**Clock distribution**

Drawn at 3 px/um.
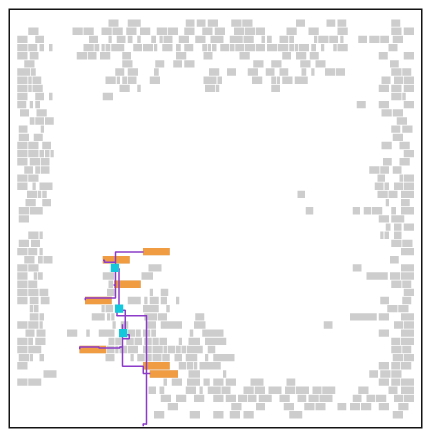
**Routed metal, one color a layer**

Drawn at 2 px/um.
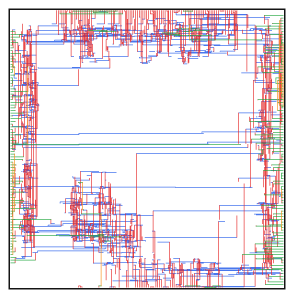
**Routing congestion map**

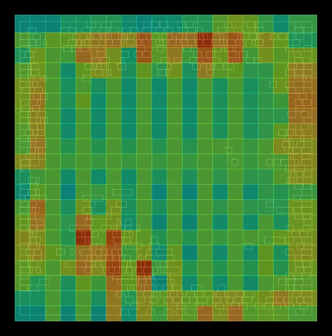
===== src/rtl/ram_arbiter.sv =====
// Single-port RAM arbiter: boot-loader writes until boot completes, then
// round-robin between CPU fetch and data ports with one outstanding read.
module ram_arbiter #(
    parameter int unsigned ADDR_W  = 32,
    parameter int unsigned DATA_W  = 32,
    parameter int unsigned RAM_LAT = 2
) (
    input  logic                clk,
    input  logic                rst,
    input  logic                boot_req,
    input  logic [ADDR_W-1:0]   boot_addr,
    input  logic [DATA_W-1:0]   boot_wdata,
    input  logic                boot_done,
    output logic                boot_gnt,
    input  logic                if_req,
    input  logic [ADDR_W-1:0]   if_addr,
    output logic                if_gnt,
    output logic                if_rvalid,
    output logic [DATA_W-1:0]   if_rdata,
    input  logic                dm_req,
    input  logic                dm_we,
    input  logic [DATA_W/8-1:0] dm_be,
    input  logic [ADDR_W-1:0]   dm_addr,
    input  logic [DATA_W-1:0]   dm_wdata,
    output logic                dm_gnt,
    output logic                dm_rvalid,
    output logic [DATA_W-1:0]   dm_rdata,
    output logic                ram_en,
    output logic                ram_we,
    output logic [DATA_W/8-1:0] ram_be,
    output logic [ADDR_W-1:0]   ram_addr,
    output logic [DATA_W-1:0]   ram_wdata,
    input  logic [DATA_W-1:0]   ram_rdata,
    output logic                we_stall,
    output logic                booting
);

    localparam int unsigned BE_W  = DATA_W / 8;
    localparam int unsigned LAT_W = 3;

    typedef enum logic [1:0] {BOOT, IDLE, RD_WAIT} state_t;
    typedef enum logic {SEL_IF = 1'b0, SEL_DM = 1'b1} sel_t;

    state_t            state_q, state_d;
    sel_t              rr_q, rr_d;
    sel_t              owner_q, owner_d;
    logic [LAT_W-1:0]  lat_q, lat_d;

    logic can_arb;
    logic pick_dm;
    logic pick_if;

    // The rvalid cycle of a read doubles as an arbitration slot.
    assign can_arb = (state_q == IDLE) || (state_q == RD_WAIT && lat_q == '0);
    assign pick_dm = can_arb && dm_req && (!if_req || rr_q == SEL_DM);
    assign pick_if = can_arb && if_req && !pick_dm;

    // State register
    always_ff @(posedge clk or posedge rst) begin
        if (rst) begin
            state_q <= BOOT;
            rr_q    <= SEL_DM;
            owner_q <= SEL_IF;
            lat_q   <= '0;
        end else begin
            state_q <= state_d;
            rr_q    <= rr_d;
            owner_q <= owner_d;
            lat_q   <= lat_d;
        end
    end

    // Next-state logic
    always_comb begin
        state_d = state_q;
        rr_d    = rr_q;
        owner_d = owner_q;
        lat_d   = lat_q;
        unique case (state_q)
            BOOT: begin
                if (boot_done && !boot_req) state_d = IDLE;
            end
            IDLE, RD_WAIT: begin
                if (state_q == RD_WAIT && lat_q != '0) begin
                    lat_d = lat_q - LAT_W'(1);
                end else if (pick_if || (pick_dm && !dm_we)) begin
                    state_d = RD_WAIT;
                    lat_d   = LAT_W'(RAM_LAT - 1);
                    owner_d = pick_dm ? SEL_DM : SEL_IF;
                end else begin
                    state_d = IDLE;
                end
                if (pick_dm)      rr_d = SEL_IF;
                else if (pick_if) rr_d = SEL_DM;
            end
            default: state_d = BOOT;
        endcase
    end

    // Output logic: grants and RAM strobe are combinational in the issue cycle
    always_comb begin
        boot_gnt  = 1'b0;
        if_gnt    = 1'b0;
        dm_gnt    = 1'b0;
        if_rvalid = 1'b0;
        dm_rvalid = 1'b0;
        if_rdata  = ram_rdata;
        dm_rdata  = ram_rdata;
        ram_en    = 1'b0;
        ram_we    = 1'b0;
        ram_be    = '0;
        ram_addr  = '0;
        ram_wdata = '0;
        booting   = 1'b0;
        if (state_q == BOOT) begin
            booting  = 1'b1;
            boot_gnt = boot_req;
            if (boot_req) begin
                ram_en    = 1'b1;
                ram_we    = 1'b1;
                ram_be    = {BE_W{1'b1}};
                ram_addr  = boot_addr;
                ram_wdata = boot_wdata;
            end
        end else begin
            if (state_q == RD_WAIT && lat_q == '0) begin
                if_rvalid = (owner_q == SEL_IF);
                dm_rvalid = (owner_q == SEL_DM);
            end
            if (pick_if) begin
                if_gnt   = 1'b1;
                ram_en   = 1'b1;
                ram_be   = {BE_W{1'b1}};
                ram_addr = if_addr;
            end else if (pick_dm) begin
                dm_gnt    = 1'b1;
                ram_en    = 1'b1;
                ram_we    = dm_we;
                ram_be    = dm_we ? dm_be : {BE_W{1'b1}};
                ram_addr  = dm_addr;
                ram_wdata = dm_wdata;
            end
        end
        we_stall = (state_q == BOOT) || (if_req && !if_gnt) || (dm_req && !dm_gnt);
    end

endmodule


===== config.mk =====
export PLATFORM = sky130hd
export DESIGN_NAME = ram_arbiter
export DESIGN_NICKNAME = d
export VERILOG_FILES = /design/src/rtl/ram_arbiter.sv
export SDC_FILE = /design/constraint.sdc
export NUM_CORES = 1
export LEC_CHECK = 0
export CAP_MARGIN = 20
export CORE_AREA = 2 2 135 137
export CTS_BUF_LIST = sky130_fd_sc_hd__clkbuf_4
export DETAILED_ROUTE_END_ITERATION = 6
export DIE_AREA = 0 0 137 139
export PLACE_DENSITY = 0.5
export SYNTH_ARGS = -nofsm -noshare
export SYNTH_HDL_FRONTEND = slang
export SYNTH_SLANG_ARGS = --single-unit

===== constraint.sdc =====
create_clock -name clk -period 3.1 [get_ports clk]
set_clock_uncertainty 0.1 [all_clocks]
set_input_delay 0.62 -clock clk [delete_from_list [all_inputs] [get_ports clk]]
set_output_delay 0.62 -clock clk [all_outputs]
set_load 0.01 [all_outputs]

==> CHANGELOG.md <==
### Physical design

- Hold slack: 417 ps
- Seq cells post-synth: 7
- Status: finished, final reports clean
- Hold Path Depth: 2
- Max stage delay on crit path: 380 ps
- Post-CTS setup buffers: 1
- Vias in the first global route: 2944
- Yosys aoi share: 43.7%
- Buf+Inv Stages, Crit Path: 4
- Final net count: 685
- Seq/Total Area, Yosys: 8.47%
- First-pass GRT wire length: 16000 um
- P&R area growth vs syn: 119%
- Type of origin of the critical path: flop
- Adder Share, Synth: 3.60%
- Die area: 19000 um^2
- Int Pwr: 1270 uW
- Max-area cell class: non-clock buffers
- Final instance area: 4560 um^2
- GR Overflow Total: 0
- DP Worst Slack: -163 ps
- FF-to-FF Start: lat_q[0]
- Net Sw Power: 1110 uW
- I/O pin count: 344
- Final setup vio count: 0
- CTS tree: built
## Picture notes: 'clock distribution'
Key: flip-flops = orange [count 7]; clock drivers = cyan [count 3]; clock wires = purple [length 165 um]
There are 4 routed clock nets.
Clock power frac: 4.1%
clk latency late pin: 260 ps
Clk. pwr: 97.6 uW

## Picture notes: 'routed metal, one color a layer'
Key: metal 4 = orange [wire length 284 um]; metal 1 = blue [wire length 4670 um]; metal 3 = green [wire length 1220 um]; metal 2 = red [wire length 5620 um]
vias: 3003
wire length per cell: 16.8 um
WL final: 11800 um
overall routing resource usage: 10.7%

## Picture notes: 'routing congestion map'
met2 Use GR: 18.5%
GRT met3 Usage: 2.34%
M1 GR Usage: 13.1%
Final Util: 25.8%

==> state kept, by name (all words and copies together), names as in the netlist <==
| register | cells |
|---|---|
| lat_q | 3 |
| owner_q | 1 |
| rr_q | 1 |
| state_q | 2 |
==> cell usage after synthesis, types with 4 or more instances <==
cell | number | area (um^2)
a21oi_1 | 7 | 35.0
a22o_1 | 32 | 280
a32oi_1 | 32 | 280
buf_2 | 7 | 35.0
buf_4 | 64 | 480
buf_6 | 4 | 45.0
clkbuf_1 | 13 | 48.8
dfrtp_1 | 6 | 150
ha_1 | 6 | 75.1
inv_1 | 10 | 37.5
nand2_1 | 37 | 139
nor2_1 | 7 | 26.3
o21ai_0 | 26 | 130
o21ai_1 | 7 | 35.0
==> placed cells by master (no fill, tap or decap), types with 2 or more instances in the layout <==
| cell type | count |
|---|---|
| nor2_1 | 7 |
| dfrtp_1 | 6 |
| a21oi_1 | 7 |
| clkbuf_4 | 4 |
| dlygate4sd2_1 | 33 |
| nand2_1 | 37 |
| o21ai_0 | 25 |
| dlymetal6s2s_1 | 32 |
| and4_4 | 2 |
| a22o_1 | 32 |
| buf_4 | 16 |
| nand2b_1 | 3 |
| a21o_1 | 2 |
| a2bb2oi_1 | 2 |
| o31ai_1 | 3 |
| a32oi_1 | 32 |
| nor2b_1 | 2 |
| o21ai_1 | 7 |
| ha_2 | 2 |
| ha_1 | 4 |
| inv_1 | 10 |
| buf_12 | 6 |
| clkdlybuf4s50_1 | 176 |
==> layer usage <==
metal	wire, um	track usage, %	vias to the layer above
met5	0	0	-
met4	284	3.53	0
met3	1220	2.34	35
met2	5620	18.5	191
met1	4670	13.1	1382
li1	-	-	1395
Power figures rest on the tool's default switching activity, not on a simulated workload.
